sizing.png
Bar = 20 um.
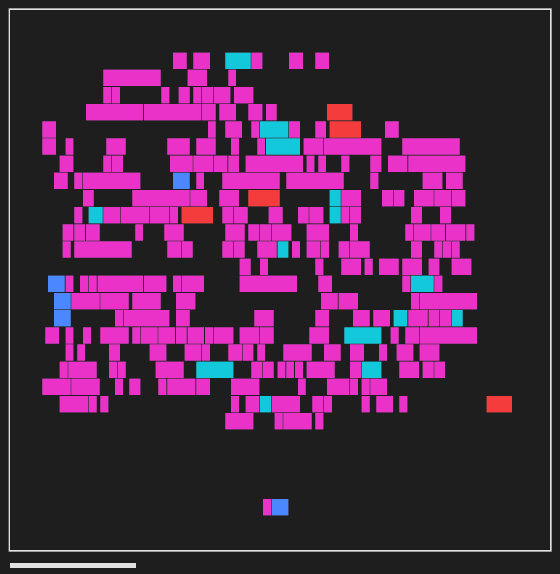
m2.png
Cells faint in the background.
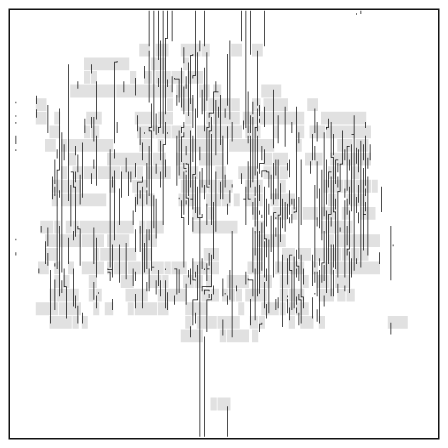
## config.mk

```make
export PLATFORM = sky130hd
export DESIGN_NAME = alu_sequencer
export DESIGN_NICKNAME = d
export VERILOG_FILES = /design/src/rtl/alu_sequencer_pkg.sv /design/src/rtl/alu_seq_decode.sv /design/src/rtl/alu_sequencer.sv
export SDC_FILE = /design/constraint.sdc
export NUM_CORES = 1
export LEC_CHECK = 0
export CAP_MARGIN = 10
export CORE_MARGIN = 5
export CORE_UTILIZATION = 34
export DETAILED_ROUTE_END_ITERATION = 7
export DONT_BUFFER_PORTS = 1
export GPL_TIMING_DRIVEN = 0
export PLACE_DENSITY = 0.58
export RECOVER_POWER = 50
export SLEW_MARGIN = 20
export SYNTH_ARGS = -nofsm -noshare
export SYNTH_HDL_FRONTEND = slang
export SYNTH_SLANG_ARGS = --single-unit
```

## constraint.sdc

```tcl
create_clock -name Clk -period 3.2 [get_ports Clk]
set_input_delay 0.64 -clock Clk [delete_from_list [all_inputs] [get_ports Clk]]
set_output_delay 0.64 -clock Clk [all_outputs]
set_load 0.005 [all_outputs]
```

## src/rtl/alu_sequencer_pkg.sv

```systemverilog
// ---------------------------------------------------------------------------
// alu_sequencer_pkg
//   Shared definitions for the ALU fetch/decode/issue sequencer:
//   opcode constants, the sequencer state type, the decoded-instruction
//   record and the branch-offset lookup table.
// ---------------------------------------------------------------------------
package alu_sequencer_pkg;

  // ALU opcodes 0x0..0x9 write the register file; 0xA/0xB are branches.
  localparam logic [3:0] OP_ADD   = 4'h0;
  localparam logic [3:0] OP_ADDI  = 4'h1;
  localparam logic [3:0] OP_LAST_WR = 4'h9;
  localparam logic [3:0] OP_BNZL  = 4'hA;
  localparam logic [3:0] OP_BNZR  = 4'hB;
  localparam logic [3:0] OP_LOAD  = 4'hC;
  localparam logic [3:0] OP_STORE = 4'hD;
  localparam logic [3:0] OP_RSVD  = 4'hE;
  localparam logic [3:0] OP_HALT  = 4'hF;

  typedef enum logic [2:0] {
    ST_IDLE   = 3'd0,
    ST_FETCH  = 3'd1,
    ST_EXEC   = 3'd2,
    ST_MEM    = 3'd3,
    ST_HALTED = 3'd4
  } seq_state_t;

  // Fields and class flags of one 9-bit instruction.
  typedef struct packed {
    logic [3:0] opcode;
    logic [2:0] ra;        // {1'b0, instr[4:3]}
    logic [2:0] rb;        // instr[2:0] as register address
    logic [2:0] imm;       // instr[2:0] as immediate / LUT index
    logic       alu_wr;    // opcodes 0x0..0x9 write the register file
    logic       is_bnzl;
    logic       is_bnzr;
    logic       is_load;
    logic       is_store;
    logic       is_halt;
  } decode_t;

  // Branch-offset table indexed by Im; element [0] is the least significant.
  localparam logic [7:0][15:0] BR_LUT = {16'd32, 16'd16, 16'd8, 16'd6,
                                         16'd4,  16'd3,  16'd2, 16'd1};

endpackage

```

## src/rtl/alu_seq_decode.sv

```systemverilog
// ---------------------------------------------------------------------------
// alu_seq_decode
//   Pure combinational instruction decoder for alu_sequencer.
//   Ports:
//     instr_i [8:0]  raw instruction word from the ROM
//     dec_o          decoded fields and class flags (decode_t)
// ---------------------------------------------------------------------------
module alu_seq_decode
  import alu_sequencer_pkg::*;
(
  input  logic [8:0] instr_i,
  output decode_t    dec_o
);

  logic [3:0] opcode;

  assign opcode = instr_i[8:5];

  always_comb begin
    dec_o          = '0;
    dec_o.opcode   = opcode;
    dec_o.ra       = {1'b0, instr_i[4:3]};
    dec_o.rb       = instr_i[2:0];
    dec_o.imm      = instr_i[2:0];
    dec_o.alu_wr   = (opcode <= OP_LAST_WR);
    dec_o.is_bnzl  = (opcode == OP_BNZL);
    dec_o.is_bnzr  = (opcode == OP_BNZR);
    dec_o.is_load  = (opcode == OP_LOAD);
    dec_o.is_store = (opcode == OP_STORE);
    dec_o.is_halt  = (opcode == OP_HALT);
  end

endmodule

```

## src/rtl/alu_sequencer.sv

```systemverilog
// ---------------------------------------------------------------------------
// alu_sequencer
//   Multi-cycle fetch/decode/issue controller for a combinational ALU.
//   Fetches 9-bit instructions from a synchronous ROM, drives ALU opcode /
//   immediate and register-file addresses, sequences LOAD/STORE through a
//   req/ack data-memory handshake and updates the PC (incl. LUT branches).
//
//   Optional feature macro: ALU_SEQ_PERF_CNT_EN adds the RetireCnt output,
//   a saturating count of retired instructions cleared by reset and Start.
//
//   Ports:
//     Clk          rising-edge clock
//     Reset        asynchronous active-low reset
//     Start        run from PC 0 (only in IDLE or HALTED)
//     InstrAddr    ROM address, always equal to the PC register
//     Instruction  ROM data, valid one cycle after InstrAddr changes
//     RegAddrA/B   register-file read addresses (A is also write destination)
//     RegWrEn      one-cycle register write strobe
//     RegWrSel     write source: 0 = ALU result, 1 = memory read data
//     AluOp/AluIm  ALU opcode and immediate
//     AluBranch    ALU branch flag, sampled during EXEC of BNZL/BNZR
//     MemReq       data-memory request, held until MemAck
//     MemWrEn      1 = store, 0 = load (valid with MemReq)
//     MemAck       data-memory completion (ignored outside MEM)
//     Done         program halted
//     RetireCnt    retired-instruction count (ALU_SEQ_PERF_CNT_EN only)
// ---------------------------------------------------------------------------
module alu_sequencer
  import alu_sequencer_pkg::*;
#(
  parameter int PW    = 10,
  parameter int LUT_W = 10
) (
  input  logic          Clk,
  input  logic          Reset,
  input  logic          Start,
  output logic [PW-1:0] InstrAddr,
  input  logic [8:0]    Instruction,
  output logic [2:0]    RegAddrA,
  output logic [2:0]    RegAddrB,
  output logic          RegWrEn,
  output logic          RegWrSel,
  output logic [3:0]    AluOp,
  output logic [2:0]    AluIm,
  input  logic          AluBranch,
  output logic          MemReq,
  output logic          MemWrEn,
  input  logic          MemAck,
  output logic          Done
`ifdef ALU_SEQ_PERF_CNT_EN
  ,
  output logic [15:0]   RetireCnt
`endif
);

  seq_state_t    state_q, state_d;
  logic [PW-1:0] pc_q, pc_d;
  logic          done_q;
  logic          memreq_q;

  decode_t       dec;
  logic [LUT_W-1:0] lut_raw;
  logic [PW-1:0] br_off;
  logic [PW-1:0] pc_inc;
  logic          in_op;
  logic          start_ok;
  logic          load_ack;

  alu_seq_decode u_decode (
    .instr_i (Instruction),
    .dec_o   (dec)
  );

  // LUT entries are zero-extended to the PC width; PC math wraps mod 2^PW.
  assign lut_raw = BR_LUT[dec.imm][LUT_W-1:0];
  assign br_off  = PW'(lut_raw);
  assign pc_inc  = pc_q + PW'(1);

  assign in_op    = (state_q == ST_EXEC) || (state_q == ST_MEM);
  assign start_ok = Start && ((state_q == ST_IDLE) || (state_q == ST_HALTED));
  assign load_ack = (state_q == ST_MEM) && dec.is_load && MemAck;

  // Next-state and PC update. The PC only moves when leaving EXEC or MEM,
  // which keeps the ROM output stable for the whole instruction.
  always_comb begin
    state_d = state_q;
    pc_d    = pc_q;
    unique case (state_q)
      ST_IDLE, ST_HALTED: begin
        if (Start) begin
          state_d = ST_FETCH;
          pc_d    = '0;
        end
      end
      ST_FETCH: state_d = ST_EXEC;
      ST_EXEC: begin
        if (dec.is_load || dec.is_store) begin
          state_d = ST_MEM;
        end else if (dec.is_halt) begin
          state_d = ST_HALTED;
        end else begin
          state_d = ST_FETCH;
          if (dec.is_bnzl && AluBranch)      pc_d = pc_q - br_off;
          else if (dec.is_bnzr && AluBranch) pc_d = pc_q + br_off;
          else                               pc_d = pc_inc;
        end
      end
      ST_MEM: begin
        if (MemAck) begin
          state_d = ST_FETCH;
          pc_d    = pc_inc;
        end
      end
      default: state_d = ST_IDLE;
    endcase
  end

  always_ff @(posedge Clk or negedge Reset) begin
    if (!Reset) begin
      state_q  <= ST_IDLE;
      pc_q     <= '0;
      done_q   <= 1'b0;
      memreq_q <= 1'b0;
    end else begin
      state_q  <= state_d;
      pc_q     <= pc_d;
      done_q   <= (state_d == ST_HALTED);
      memreq_q <= (state_d == ST_MEM);
    end
  end

  // Decoded fields are only presented while an instruction is in flight.
  assign InstrAddr = pc_q;
  assign AluOp     = in_op ? dec.opcode : 4'h0;
  assign AluIm     = in_op ? dec.imm    : 3'h0;
  assign RegAddrA  = in_op ? dec.ra     : 3'h0;
  assign RegAddrB  = in_op ? dec.rb     : 3'h0;
  assign RegWrEn   = ((state_q == ST_EXEC) && dec.alu_wr) || load_ack;
  assign RegWrSel  = load_ack;
  assign MemReq    = memreq_q;
  assign MemWrEn   = memreq_q && dec.is_store;
  assign Done      = done_q;

`ifdef ALU_SEQ_PERF_CNT_EN
  logic [15:0] retire_q;
  logic        retire_ev;

  // Retire on EXEC exit to FETCH or HALTED, and on the MEM ack cycle.
  assign retire_ev = ((state_q == ST_EXEC) && !dec.is_load && !dec.is_store) ||
                     ((state_q == ST_MEM) && MemAck);

  always_ff @(posedge Clk or negedge Reset) begin
    if (!Reset) begin
      retire_q <= '0;
    end else if (start_ok) begin
      retire_q <= '0;
    end else if (retire_ev && (retire_q != 16'hFFFF)) begin
      retire_q <= retire_q + 16'd1;
    end
  end

  assign RetireCnt = retire_q;
`else
  logic unused_start_ok;
  assign unused_start_ok = start_ok;
`endif

endmodule

```

==> qor.csv <==
stage,metric,value,unit
timing,finalHoldViolations,0,
power_and_ir_drop,switching_power,0.655,mW
global_route,top_usage_layer,met2,
synthesis,muxShareOfSynthArea,0.0161,
global_route,grtUsageMet1,0.211,
cells_and_area,fin_cells,328,
synthesis,synth-edff-count,0,
route,avgRoutedWirePerCell,16.4,um
timing,hold_slack,73.5,ps
clock_network,cts_buffers,3,
place,gp_congestion,0.833,
power_and_ir_drop,max-vdd-ir-drop,0.000234,V
cells_and_area,comb_area_frac,0.673,
synthesis,ys_cells,252,
synthesis,netlist_area,1940,um2
synthesis,syn_inst,252,
clock_network,clk_latency,250,ps
run_status,status,finished clean,
cells_and_area,clockNetworkAreaShare,0.0222,
critical_path,worstSetupEndpointType,flop,
critical_path,worst_path_largest_cell_delay,580,ps
die,rows,27,
About sizing.png:
| size | colour | cells | share |
|---|---|---|---|
| x1 and smaller | magenta | 232 | 91% |
| x6 and larger | red | 5 | 2.0% |
| x2 | cyan | 14 | 5.5% |
| x3 and x4 | blue | 5 | 2.0% |
bufs w/o clock: 17
area grow syn2layout: 7.41%
Final Worst Setup Slack: 174 ps
Finished Cell Area: 2080 um2

About m2.png:
nets with wire on the layer: 225
main direction: vertical
share of all routed wire: 45%
global-route met2 utilization: 0.234
drt total wl: 5.37 mm
total number of vias: 1833

[power groups by stage]
| stage | Clock [mW] | Sequential [mW] | Combinational [mW] |
|---|---|---|---|
| 6_report | 0.160 | 0.335 | 0.829 |
| 3_3_place_gp | 0 | 0.338 | 0.805 |
| 3_5_place_dp | 0 | 0.342 | 0.812 |
| 5_1_grt | 0.174 | 0.350 | 0.932 |
| 4_1_cts | 0.165 | 0.338 | 0.816 |
| 2_1_floorplan | 0 | 0.309 | 0.654 |
[how the worst max path moves through the flow]
stage / slack, ps / startpoint / endpoint
after floorplan: 250 / Instruction[0] / InstrAddr[5]
after global placement: -120 / Instruction[0] / InstrAddr[5]
after detailed placement: -120 / Instruction[0] / InstrAddr[5]
after CTS: 150 / Instruction[0] / InstrAddr[5]
after global routing: 20 / Instruction[0] / InstrAddr[6]
final: 170 / Instruction[0] / InstrAddr[6]
[Yosys cell counts, types with 4 or more instances]
| master | count | area [um2] |
|---|---|---|
| nand3_1 | 6 | 30.0 |
| buf_4 | 5 | 37.5 |
| nand2b_1 | 6 | 37.5 |
| dfrtp_1 | 15 | 375 |
| nor2_1 | 23 | 86.3 |
| inv_1 | 18 | 67.6 |
| o21ai_0 | 14 | 70.1 |
| nor4_1 | 5 | 31.3 |
| xnor2_1 | 6 | 52.6 |
| and2_1 | 7 | 43.8 |
| nand2_1 | 23 | 86.3 |
| and3_1 | 6 | 37.5 |
| ha_1 | 17 | 213 |
| clkbuf_1 | 6 | 22.5 |
| a21oi_1 | 13 | 65.1 |
| nor3_1 | 4 | 20.0 |
[flip-flops by register name, summed over array words and instances, names as in the netlist]
register and count:
InstrAddr 10, state_q 3, MemReq 1, Done 1
Power and IR drop assume default switching activity.
